File: src/rtl/div3_pkg.sv
// Shared definitions for the divide-by-3 sharing arbiter.
// The round-robin helper scans the requester mask starting at the pointer.
package div3_pkg;

    localparam int DATA_W    = 32;
    localparam int N_REQ_DEF = 4;
    localparam int MAX_REQ   = 16;

    typedef struct packed {
        logic       found;
        logic [3:0] idx;
    } rr_pick_t;

    // First set bit of mask among n entries, scanning ptr, ptr+1, ... with wrap.
    function automatic rr_pick_t rr_first(input logic [MAX_REQ-1:0] mask,
                                          input logic [3:0]         ptr,
                                          input int unsigned        n);
        rr_pick_t    r;
        int unsigned j;
        r = '0;
        for (int unsigned k = 0; k < MAX_REQ; k++) begin
            j = (32'(ptr) + k) % n;
            if (k < n && !r.found && mask[j[3:0]]) begin
                r.found = 1'b1;
                r.idx   = j[3:0];
            end
        end
        return r;
    endfunction

endpackage

File: src/rtl/div3_rr_pick.sv
// Round-robin picker: eligibility mask plus pointer gives a one-hot grant and its index.
module div3_rr_pick
    import div3_pkg::*;
#(
    parameter int N_REQ = N_REQ_DEF,
    parameter int ID_W  = $clog2(N_REQ)
) (
    input  logic [N_REQ-1:0] elig,
    input  logic [ID_W-1:0]  ptr,
    output logic [N_REQ-1:0] grant,
    output logic [ID_W-1:0]  grant_idx,
    output logic             found
);

    rr_pick_t pick;

    always_comb begin
        pick      = rr_first(MAX_REQ'(elig), 4'(ptr), N_REQ);
        found     = pick.found;
        grant_idx = ID_W'(pick.idx);
        grant     = pick.found ? (N_REQ'(1) << pick.idx) : '0;
    end

endmodule

File: src/rtl/test_div_3.sv
// Combinational divisibility-by-3 test of an unsigned 32-bit operand.
module test_div_3 (
    input  logic [31:0] in,
    output logic        out
);

    assign out = ((in % 32'd3) == 32'd0);

endmodule

File: src/rtl/div3_share_arbiter.sv
// Shares one test_div_3 among N_REQ requesters: round-robin grant, one-cycle
// operand stage, then a per-requester result slot released by acknowledge.
module div3_share_arbiter
    import div3_pkg::*;
#(
    parameter int N_REQ = N_REQ_DEF,
    parameter int ID_W  = $clog2(N_REQ),
    parameter int CNT_W = 16
) (
    input  logic                    clk,
    input  logic                    rst,
    input  logic [N_REQ-1:0]        req_valid,
    input  logic [N_REQ*DATA_W-1:0] req_data,
    output logic [N_REQ-1:0]        req_ready,
    output logic [N_REQ-1:0]        rsp_valid,
    output logic [N_REQ-1:0]        rsp_divisible,
    input  logic [N_REQ-1:0]        rsp_ack,
    output logic                    busy,
    output logic [CNT_W-1:0]        accepted_cnt
);

    logic              op_valid;
    logic [ID_W-1:0]   op_id;
    logic [DATA_W-1:0] op_data;
    logic [ID_W-1:0]   ptr;
    logic [N_REQ-1:0]  elig;
    logic [ID_W-1:0]   grant_idx;
    logic              grant_found;
    logic              div_out;

    // A requester with a full slot or an operand in flight cannot be granted again.
    always_comb begin
        elig = '0;
        for (int i = 0; i < N_REQ; i++) begin
            elig[i] = req_valid[i] & ~rsp_valid[i] & ~(op_valid && (op_id == ID_W'(i)));
        end
    end

    div3_rr_pick #(
        .N_REQ (N_REQ),
        .ID_W  (ID_W)
    ) u_pick (
        .elig      (elig),
        .ptr       (ptr),
        .grant     (req_ready),
        .grant_idx (grant_idx),
        .found     (grant_found)
    );

    test_div_3 u_div (
        .in  (op_data),
        .out (div_out)
    );

    always_ff @(posedge clk) begin
        if (rst) begin
            op_valid      <= 1'b0;
            op_id         <= '0;
            op_data       <= '0;
            ptr           <= '0;
            accepted_cnt  <= '0;
            rsp_valid     <= '0;
            rsp_divisible <= '0;
        end else begin
            if (grant_found) begin
                op_valid     <= 1'b1;
                op_id        <= grant_idx;
                op_data      <= req_data[int'(grant_idx)*DATA_W +: DATA_W];
                ptr          <= (grant_idx == ID_W'(N_REQ-1)) ? '0 : grant_idx + 1'b1;
                accepted_cnt <= accepted_cnt + 1'b1;
            end else begin
                op_valid <= 1'b0;
            end

            for (int i = 0; i < N_REQ; i++) begin
                if (rsp_ack[i] && rsp_valid[i]) begin
                    rsp_valid[i] <= 1'b0;
                end
            end
            // Slot op_id is empty by eligibility, so this write never collides with an ack.
            if (op_valid) begin
                rsp_valid[op_id]     <= 1'b1;
                rsp_divisible[op_id] <= div_out;
            end
        end
    end

    assign busy = op_valid;

endmodule

File: config.mk
export PLATFORM = sky130hd
export DESIGN_NAME = div3_share_arbiter
export DESIGN_NICKNAME = d
export VERILOG_FILES = /design/src/rtl/div3_pkg.sv /design/src/rtl/div3_rr_pick.sv /design/src/rtl/test_div_3.sv /design/src/rtl/div3_share_arbiter.sv
export SDC_FILE = /design/constraint.sdc
export NUM_CORES = 1
export LEC_CHECK = 0
export CORE_ASPECT_RATIO = 1.75
export CORE_MARGIN = 2
export CORE_UTILIZATION = 40
export DETAILED_ROUTE_END_ITERATION = 7
export PLACE_DENSITY = 0.72
export SETUP_SLACK_MARGIN = 0.4
export SLEW_MARGIN = 15
export SYNTH_ARGS = -nofsm -noshare
export SYNTH_HDL_FRONTEND = slang
export SYNTH_SLANG_ARGS = --single-unit
File: constraint.sdc
create_clock -name clk -period 7.6 [get_ports clk]
set_input_delay 1.52 -clock clk [delete_from_list [all_inputs] [get_ports clk]]
set_output_delay 1.52 -clock clk [all_outputs]
set_load 0.005 [all_outputs]
I/O pins on the die edge:
Drawn at 3 px/µm. Pins as bars across the die edge, other pins in grey.
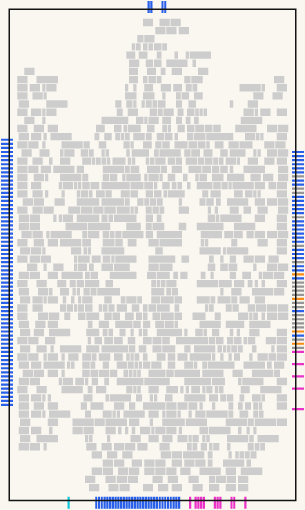
- `accepted_cnt`: magenta (pins 16; direction output; edge 11 bottom, 5 right)
- `clk`: cyan (pins 1; direction input; edge bottom)
- `req_data`: blue (pins 128; direction input; edge 66 left, 31 bottom, 27 right, 4 top)
- `rsp_ack`: orange (pins 4; direction input; edge right)
- all pins by edge: 66 left, 54 right, 43 bottom, 4 top

Clock nets:
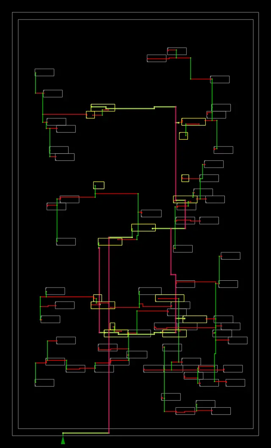
Skew-Pair Late Insertion Delay: 340 ps
Num Clock Sinks: 61
Post-Route Skew: 9.034 ps
number of clock buffers inserted by TritonCTS: 9

Cell classes on the final placement:
Drawn at 2 px/µm.
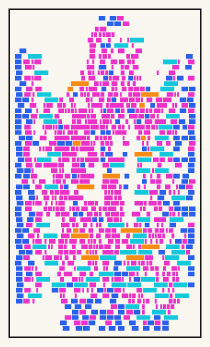
- clock drivers and dummy loads: orange (cells 16; share of their area 3.8%)
- remaining buffers and delay cells: blue (cells 209; share of their area 25%)
- remaining logic cells: magenta (cells 629; share of their area 56%)
- registers: cyan (cells 61; share of their area 15%)

-- synth_stat cells, types with 5 or more instances --
cell type  count  share of area
and2_1         8         0.0086
and3_1         9         0.0097
o21ai_0       17          0.015
o211ai_2       8          0.017
nand2_1      103          0.067
dfxtp_1       61           0.21
a211oi_1       6         0.0078
a32o_1        32          0.055
or3_1         14          0.015
and3b_1        5         0.0076
ha_1           7          0.015
mux2i_1       71           0.12
a21oi_1       32          0.028
o21a_1         6         0.0078
nor2b_1        9         0.0097
nand3_1       22          0.019
or2_2          6         0.0065
xnor2_1       11          0.017
clkbuf_1      40          0.026
a31oi_1        5         0.0054
o211ai_1       7         0.0091
o21bai_1       6         0.0078
inv_1         22          0.014
nor3b_1       14          0.018
nand3b_1       7         0.0091
o22ai_1        5         0.0054
nor3_1        14          0.012
nor2_1        50          0.032
o22a_1         5         0.0076
o31ai_1        5         0.0065
nand2b_1      12          0.013
xor2_1        10          0.015
buf_6          6          0.012
-- what timing repair did --
item / 4_1_cts / 5_1_grt
pin swaps: 17 / 9
resized: 37 / 15
hold buffers: 0 / 0
cloned: 4 / 0
endpoints found under the setup margin: 4 / 4
setup buffers: 19 / 8
-- registers in the layout, summed over array words and instances (netlist names) --
| register | cells |
|---|---|
| rsp_valid | 4 |
| rsp_divisible | 4 |
| ptr | 2 |
| busy | 1 |
| op_id | 2 |
| accepted_cnt | 16 |
| op_data | 32 |
-- cell families after synthesis --
family / synth area share
xor+xnor: 0.03172
fa+ha+maj: 0.01511
flops: 0.2106
buf+inv: 0.06064
compound gates: 0.2704
mux: 0.1245
simple gates: 0.2870
-- layout by cell type, fill, tap and decap left out, drive strengths merged, types with 10 or more instances in the layout --
cell / Yosys / final
xnor2: 11 / 11
o21ai: 22 / 22
nor3: 16 / 16
xor2: 10 / 10
or2: 10 / 10
buf: 14 / 43
mux2i: 71 / 71
and3: 11 / 11
o211ai: 15 / 15
clkdlybuf4s50: 0 / 166
a211oi: 10 / 11
nand2: 106 / 107
or3: 14 / 14
a32o: 32 / 32
dfxtp: 61 / 61
nor3b: 14 / 14
nand3: 22 / 22
inv: 23 / 27
nand2b: 13 / 13
nor2: 50 / 50
a21oi: 33 / 33
-- layer usage --
layer,vias to the layer above,part of all wire
li1,3103,-
met1,2985,0.38
met2,214,0.54
met3,53,0.044
met4,0,0.036
met5,-,0
-- final cells by class --
class                   instances  area (µm²)
clock buffers                   9       225.2
clock inverters                 7       80.08
fillers                      1330        5966
inverters                      25       93.84
multi-input cells             604        4469
flip-flops and latches         61        1236
well taps                     180       225.2
repair buffers                209        2001
-- how the worst max path moves through the flow --
| stage | end | depth (start not counted) | start | slack [ps] |
|---|---|---|---|---|
| final | rsp_divisible[2] | 36 | op_data[28] | 90 |
| after global routing | rsp_divisible[1] | 36 | op_data[28] | -320 |
| after CTS | rsp_divisible[2] | 34 | op_data[28] | 400 |
| after detailed placement | rsp_divisible[2] | 32 | op_data[28] | -130 |
| after global placement | rsp_divisible[3] | 30 | op_data[28] | 120 |
| after floorplan | rsp_divisible[1] | 32 | op_data[26] | 530 |
==> flow_metrics.py <==
# Generated from Yosys and OpenROAD reports
metrics = {
    "run_status": {
        "run_status": "finished clean",
    },
    "placement": {
        "gp_congestion": 0.9479,
        "dp_cells": 1048,
        "port_buffers": 166,
        "place_worst_setup_slack_ps": -131.3,
        "placedInstanceArea_um2": 7546,
        "hpwlAfterDp_um": 12830,
    },
    "clocking": {
        "cts_tree": "yes",
        "htree_levels": 3,
        "clk_pin_slew_ps": 60,
        "clockRootBuffer": "clkbuf_16",
        "cts-root-to-sink-buffers": 2,
    },
    "worst_hold_path": {
        "worst_hold_path_type": "reg2reg",
        "min_delay_path_depth": 2,
        "worstHoldStart": "rsp_valid[2]",
        "worstHoldEndpoint": "rsp_valid[2]",
    },
    "setup_path": {
        "timing.critical_path.fanout_max": 8,
        "timing.critical_path.arrival_ps": 7740,
        "worstSetupEndpointType": "register",
        "crit_buf_inv": 7,
        "worst-r2r-setup-slack_ps": 90,
        "worstSetupStartpointType": "register",
        "path_class": "reg2reg",
        "worst_path_dominant_cell_family": "AND-OR/OR-AND gates",
        "critPathMaxStageDelay_ps": 420,
        "rr_worst_depth": 36,
        "critical_path_required_ps": 7830,
        "timing.rr.start": "op_data[28]",
        "slowest_stage_cell_cp": "or4_1",
        "r2r_end": "rsp_divisible[2]",
    },
    "global_route": {
        "antenna_found_initial": 0,
        "grt-busiest-layer": "met2",
        "groute.layer.met3.usage": 0.03229,
        "global_route.usage.total": 0.2341,
        "globalRouteMet1Util": 0.2412,
        "grt.met2_usage": 0.4536,
        "globalRoute.totalOverflow": 0,
        "first_global_vias": 6294,
        "grt_pass1_wl_um": 29090,
        "grt_max_degree": 62,
    },
    "final_layout": {
        "antennaDiodeCount": 0,
        "area.growth.synth_to_final_pct": 43.68,
        "finalNonFillerCells": 1095,
        "fin_util": 0.5827,
        "nNetsFinal": 1055,
        "final_cell_area_um2": 8330,
        "drive_above_1_share": 0.1519,
    },
    "power": {
        "cellPowerDensity_nw_per_um2": 435.7,
        "power_top_consumer": "combinational logic",
        "proportion_of_power_drawn_by_the_clock_network": 0.119,
        "worst_ir_drop_vdd_mv": 0.2041,
        "power_combinational_uw": 2650,
        "net-switching-power_uw": 1703,
        "power.share.combinational": 0.730,
        "switching_fraction_of_total_power": 0.4693,
        "internal_power_uw": 1926,
        "power.sequential.total_uw": 549,
        "cellLeakagePower_uw": 0.003172,
        "sequentialPowerShare": 0.151,
        "clock_power_uw": 433,
        "finalPower_uw": 3630,
    },
    "run": {
        "tool_warnings": 30,
        "cap_viol_max_count": 0,
    },
    "synth": {
        "number_of_standard_cells_reported_by_yosys": 742,
        "synth-seq-area-share": 0.2106,
        "number_of_library_cell_types_mapped_by_synthesis": 92,
        "yosys_most_used_dff": "dfxtp_1",
        "synth_nets": 887,
        "synthesis.instances": 742,
        "synth_flops": 61,
        "post_synth_instance_area_um2": 5798,
        "ys_area_um2": 5798,
        "enable_flop_cells": 0,
        "postSynth.asyncResetShare": 0,
        "post_syn_area_per_cell_um2": 7.814,
        "synth-warning-count": 0,
    },
    "sta": {
        "hold_slack_final_ps": 486.1,
        "worst_pin_slew_ps": 980.3,
        "finalWorstPathRequiredPeriod_ps": 7508,
        "final_max_slew_viol_count": 0,
        "setup_slack_ps": 92.17,
        "fin_setup_tns_ps": 0,
        "finalHoldViolCount": 0,
        "timing.max_slew.rel_slack": 0.3465,
        "achievable-frequency_mhz": 133.2,
        "grt_setup_unrepaired": "true",
        "timing.final.setup_violations": 0,
        "final.period_utilization": 0.9879,
    },
    "floorplan": {
        "io-pin-count": 167,
        "chip_area_um2": 15510,
        "die_w_um": 95.01,
        "fp-row-count": 58,
        "core-area_um2": 14300,
        "fp-utilization": 0.4056,
        "fp.dieH_um": 163.3,
    },
    "route": {
        "detail_route.vias_per_cell": 5.804,
        "remaining_drcs": 0,
        "postRouteWirelength_um": 18120,
        "vias": 6355,
        "drt-initial-drc-count": 339,
        "drtAntennaViolNets": 0,
        "firstDrtPassIters": 7,
        "post_drt_wl_per_cell_um": 16.55,
    },
}
No activity file was given, so power comes from the tool's default toggle rates.
